File: src/rtl/move_gen_ctrl.sv
// Move generator controller: launches a board, waits for propagation to settle,
// then drains eight column move FIFOs round-robin into one valid/ready move stream.
module move_gen_ctrl #(
  parameter int PROP_CYCLES = 8,
  parameter int NCOL        = 8
) (
  input  logic              clk,
  input  logic              reset,
  input  logic              start,
  output logic              newboard,
  input  logic [NCOL-1:0]   col_empty,
  input  logic [12*NCOL-1:0] col_data,
  output logic [NCOL-1:0]   col_rd,
  output logic              mv_valid,
  output logic [11:0]       mv_data,
  input  logic              mv_ready,
  output logic              busy,
  output logic              done,
  output logic [7:0]        move_count
);
  typedef enum logic [1:0] {
    IDLE   = 2'd0,
    LOAD   = 2'd1,
    SETTLE = 2'd2,
    DRAIN  = 2'd3
  } state_t;

  state_t      state_r;
  logic [3:0]  settle_cnt_r;
  logic [2:0]  rr_ptr_r;
  logic        newboard_r;
  logic        busy_r;
  logic        mv_valid_r;
  logic [11:0] mv_data_r;
  logic [7:0]  move_count_r;

  logic        can_take_s;
  logic        any_s;
  logic        pop_s;
  logic        finish_s;
  logic        accept_s;
  logic [2:0]  grant_s;
  logic [11:0] grant_data_s;

  // Round-robin pick: scanning from farthest to nearest lets the column just after rr_ptr_r win
  always_comb begin
    grant_s = rr_ptr_r;
    for (int i = NCOL; i >= 1; i--) begin
      grant_s = col_empty[3'(rr_ptr_r + 3'(i))] ? grant_s : 3'(rr_ptr_r + 3'(i));
    end
    grant_data_s = col_data[32'(grant_s) * 12 +: 12];
  end

  // Pop/finish decisions; col_rd and done must react to mv_ready in the same cycle
  always_comb begin
    any_s      = ~&col_empty;
    can_take_s = !mv_valid_r || mv_ready;
    accept_s   = mv_valid_r && mv_ready;
    pop_s      = (state_r == DRAIN) && can_take_s && any_s;
    finish_s   = (state_r == DRAIN) && can_take_s && !any_s;
    col_rd     = pop_s ? (NCOL'(1) << grant_s) : '0;
    done       = finish_s;
  end

  // Controller FSM with its registered outputs
  always_ff @(posedge clk) begin
    if (reset) begin
      state_r      <= IDLE;
      settle_cnt_r <= 4'd0;
      rr_ptr_r     <= 3'd7;
      newboard_r   <= 1'b0;
      busy_r       <= 1'b0;
      mv_valid_r   <= 1'b0;
      mv_data_r    <= 12'd0;
      move_count_r <= 8'd0;
    end else begin
      case (state_r)
        IDLE: begin
          if (start) begin
            state_r    <= LOAD;
            newboard_r <= 1'b1;
            busy_r     <= 1'b1;
          end
        end
        LOAD: begin
          newboard_r   <= 1'b0;
          settle_cnt_r <= 4'd0;
          move_count_r <= 8'd0;
          state_r      <= SETTLE;
        end
        SETTLE: begin
          if (settle_cnt_r == 4'(PROP_CYCLES - 1)) begin
            state_r <= DRAIN;
          end else begin
            settle_cnt_r <= settle_cnt_r + 4'd1;
          end
        end
        DRAIN: begin
          if (pop_s) begin
            mv_valid_r <= 1'b1;
            mv_data_r  <= grant_data_s;
            rr_ptr_r   <= grant_s;
          end else if (accept_s) begin
            mv_valid_r <= 1'b0;
          end
          if (accept_s && move_count_r != 8'hFF) begin
            move_count_r <= move_count_r + 8'd1;
          end
          if (finish_s) begin
            state_r <= IDLE;
            busy_r  <= 1'b0;
          end
        end
        default: begin
          state_r <= IDLE;
          busy_r  <= 1'b0;
        end
      endcase
    end
  end

  assign newboard   = newboard_r;
  assign busy       = busy_r;
  assign mv_valid   = mv_valid_r;
  assign mv_data    = mv_data_r;
  assign move_count = move_count_r;
endmodule

File: config.mk
export PLATFORM = sky130hd
export DESIGN_NAME = move_gen_ctrl
export DESIGN_NICKNAME = d
export VERILOG_FILES = /design/src/rtl/move_gen_ctrl.sv
export SDC_FILE = /design/constraint.sdc
export NUM_CORES = 1
export LEC_CHECK = 0
export CAP_MARGIN = 15
export CORE_UTILIZATION = 40
export DETAILED_ROUTE_END_ITERATION = 8
export GPL_ROUTABILITY_DRIVEN = 0
export PLACE_DENSITY = 0.86
export RECOVER_POWER = 100
export SYNTH_ARGS = -nofsm -noshare
export SYNTH_HDL_FRONTEND = slang
export SYNTH_SLANG_ARGS = --single-unit
File: constraint.sdc
create_clock -name clk -period 11.9 [get_ports clk]
set_input_delay 3.57 -clock clk [delete_from_list [all_inputs] [get_ports clk]]
set_output_delay 3.57 -clock clk [all_outputs]
set_load 0.01 [all_outputs]
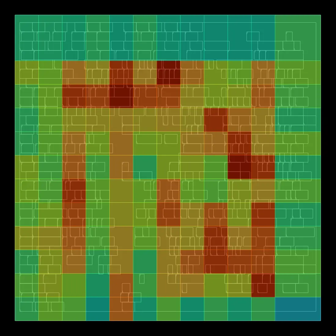
(images/final_congestion.png)
M2 GR Usage: 0.430
Tot GR Track Use: 0.226
met1 Track Usage GR: 0.250
Final Util: 0.624
met3 Usage GRT: 0.0416

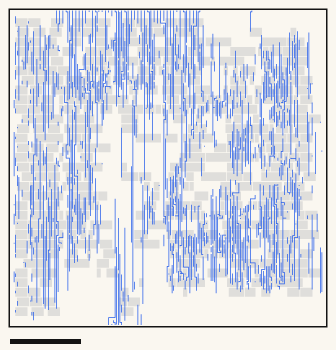
(images/met2.png)
Scale bar: 20 um. Cells faint in the background.
main direction: vertical
wire length on this layer: 4760 um
longest straight run: 52.0 um

==> flow_metrics.env <==
# flow metrics
export IMPL_grt_pass1_wl_mm=13.9
export IMPL_power_leader="combinational cells"
export IMPL_seq_area_frac=0.141
export IMPL_syn_to_final_growth_pct=49.6
export IMPL_p_clk_mw=0.0878
export IMPL_worstRegToRegCells=11
export IMPL_edf_count=0
export IMPL_io_buffer_count=139
export IMPL_top_area_frac=0.210
export IMPL_routedWlPerCell_um=15.5
export IMPL_chip_area_sq_um=7960
export IMPL_min_from="busy"
export IMPL_p_int_mw=0.374
export IMPL_grt_overflow=0
export IMPL_r2r_end="mv_data[0]"
export IMPL_ios=140
export IMPL_synthArstFlopShare=0
export IMPL_postCtsHoldBufs=0
export IMPL_path_cells="dlygate4sd3_1 -> mux4_2 -> mux4_2 -> a31oi_1 -> o221a_1 -> inv_1 -> nor3_1 -> dlygate4sd3_1"
export IMPL_lay_top_count="clkdlybuf4s50_1"
export IMPL_top_cell="nor2_1"
export IMPL_seqCellArea_sq_um=641
export IMPL_cp_depth=8
export IMPL_fin_worst_skew_ns=0.00590
export IMPL_finalSetupViolations=0
export IMPL_drv_cap=0
export IMPL_slowest_stage="o221a_1"
export IMPL_grt_pass1_vias=3077
export IMPL_critPathCapture="col_rd[1]"
export IMPL_ctsResizeCount=0
export IMPL_ys_cells=354
export IMPL_leakage_nw=1.86
export IMPL_crit_path_start_kind="input pin"
export IMPL_critPathBufInv=3
export IMPL_synth_cell_types=52
export IMPL_multi_input_comb_cells=286
export IMPL_nNetsFinal=599
export IMPL_ant_nets=0
export IMPL_setup_tns_ns=0
export IMPL_route_detailed_drc=0
export IMPL_nClkBuffers=6
export IMPL_warning_count=30
export IMPL_diodes=0
export IMPL_grt_max_degree=31
export IMPL_cp_top_family="buffers and inverters"
export IMPL_outcome="completed"
export IMPL_busiest_layer="met2"
export IMPL_clk_path_buf_depth=2
export IMPL_synth_flops=32
export IMPL_largest_area_cell="dfxtp_1"
export IMPL_required_ns=8.33
export IMPL_p_sw_mw=0.252
export IMPL_netlist_area_sq_um=3040
export IMPL_antenna_found_initial=0
export IMPL_clock_cell_area_share=0.0203
export IMPL_synthesis_nets=470
export IMPL_fin_crit_ns=11.12
export IMPL_seqPwrFrac=0.224
export IMPL_clk_pin_slew_ns=0.06
export IMPL_drive_above_1_share=0.128
export IMPL_dp_slack_ns=1.08
==> kinds of logic (layout without fill, tap and decap cells) <==
kind of cell / after synthesis / in the layout / share of synthesized area
AOI/OAI and AO/OA: 80 / 80 / 0.168
xor gates and xnor gates: 4 / 4 / 0.0115
adders and majority gates: 8 / 8 / 0.0329
buffers and inverters: 36 / 166 / 0.0588
DFF: 32 / 32 / 0.210
muxes: 61 / 61 / 0.310
and+or+nand+nor: 133 / 133 / 0.208
==> metrics by stage <==
step / hold slack, ns / power (mW)
after global routing: 0.533 / 0.672
final: 0.485 / 0.625
after detailed placement: 0.479 / 0.542
after global placement: 0.465 / 0.534
after CTS: 0.494 / 0.632
after floorplan: 0.478 / 0.445
==> worst min-delay path: stages (launching register included) <==
cell and delay [ns]:
dfxtp_1 0.32, a21oi_1 0.06, nor2_1 0.07
Power is estimated from default activity; no workload was simulated.
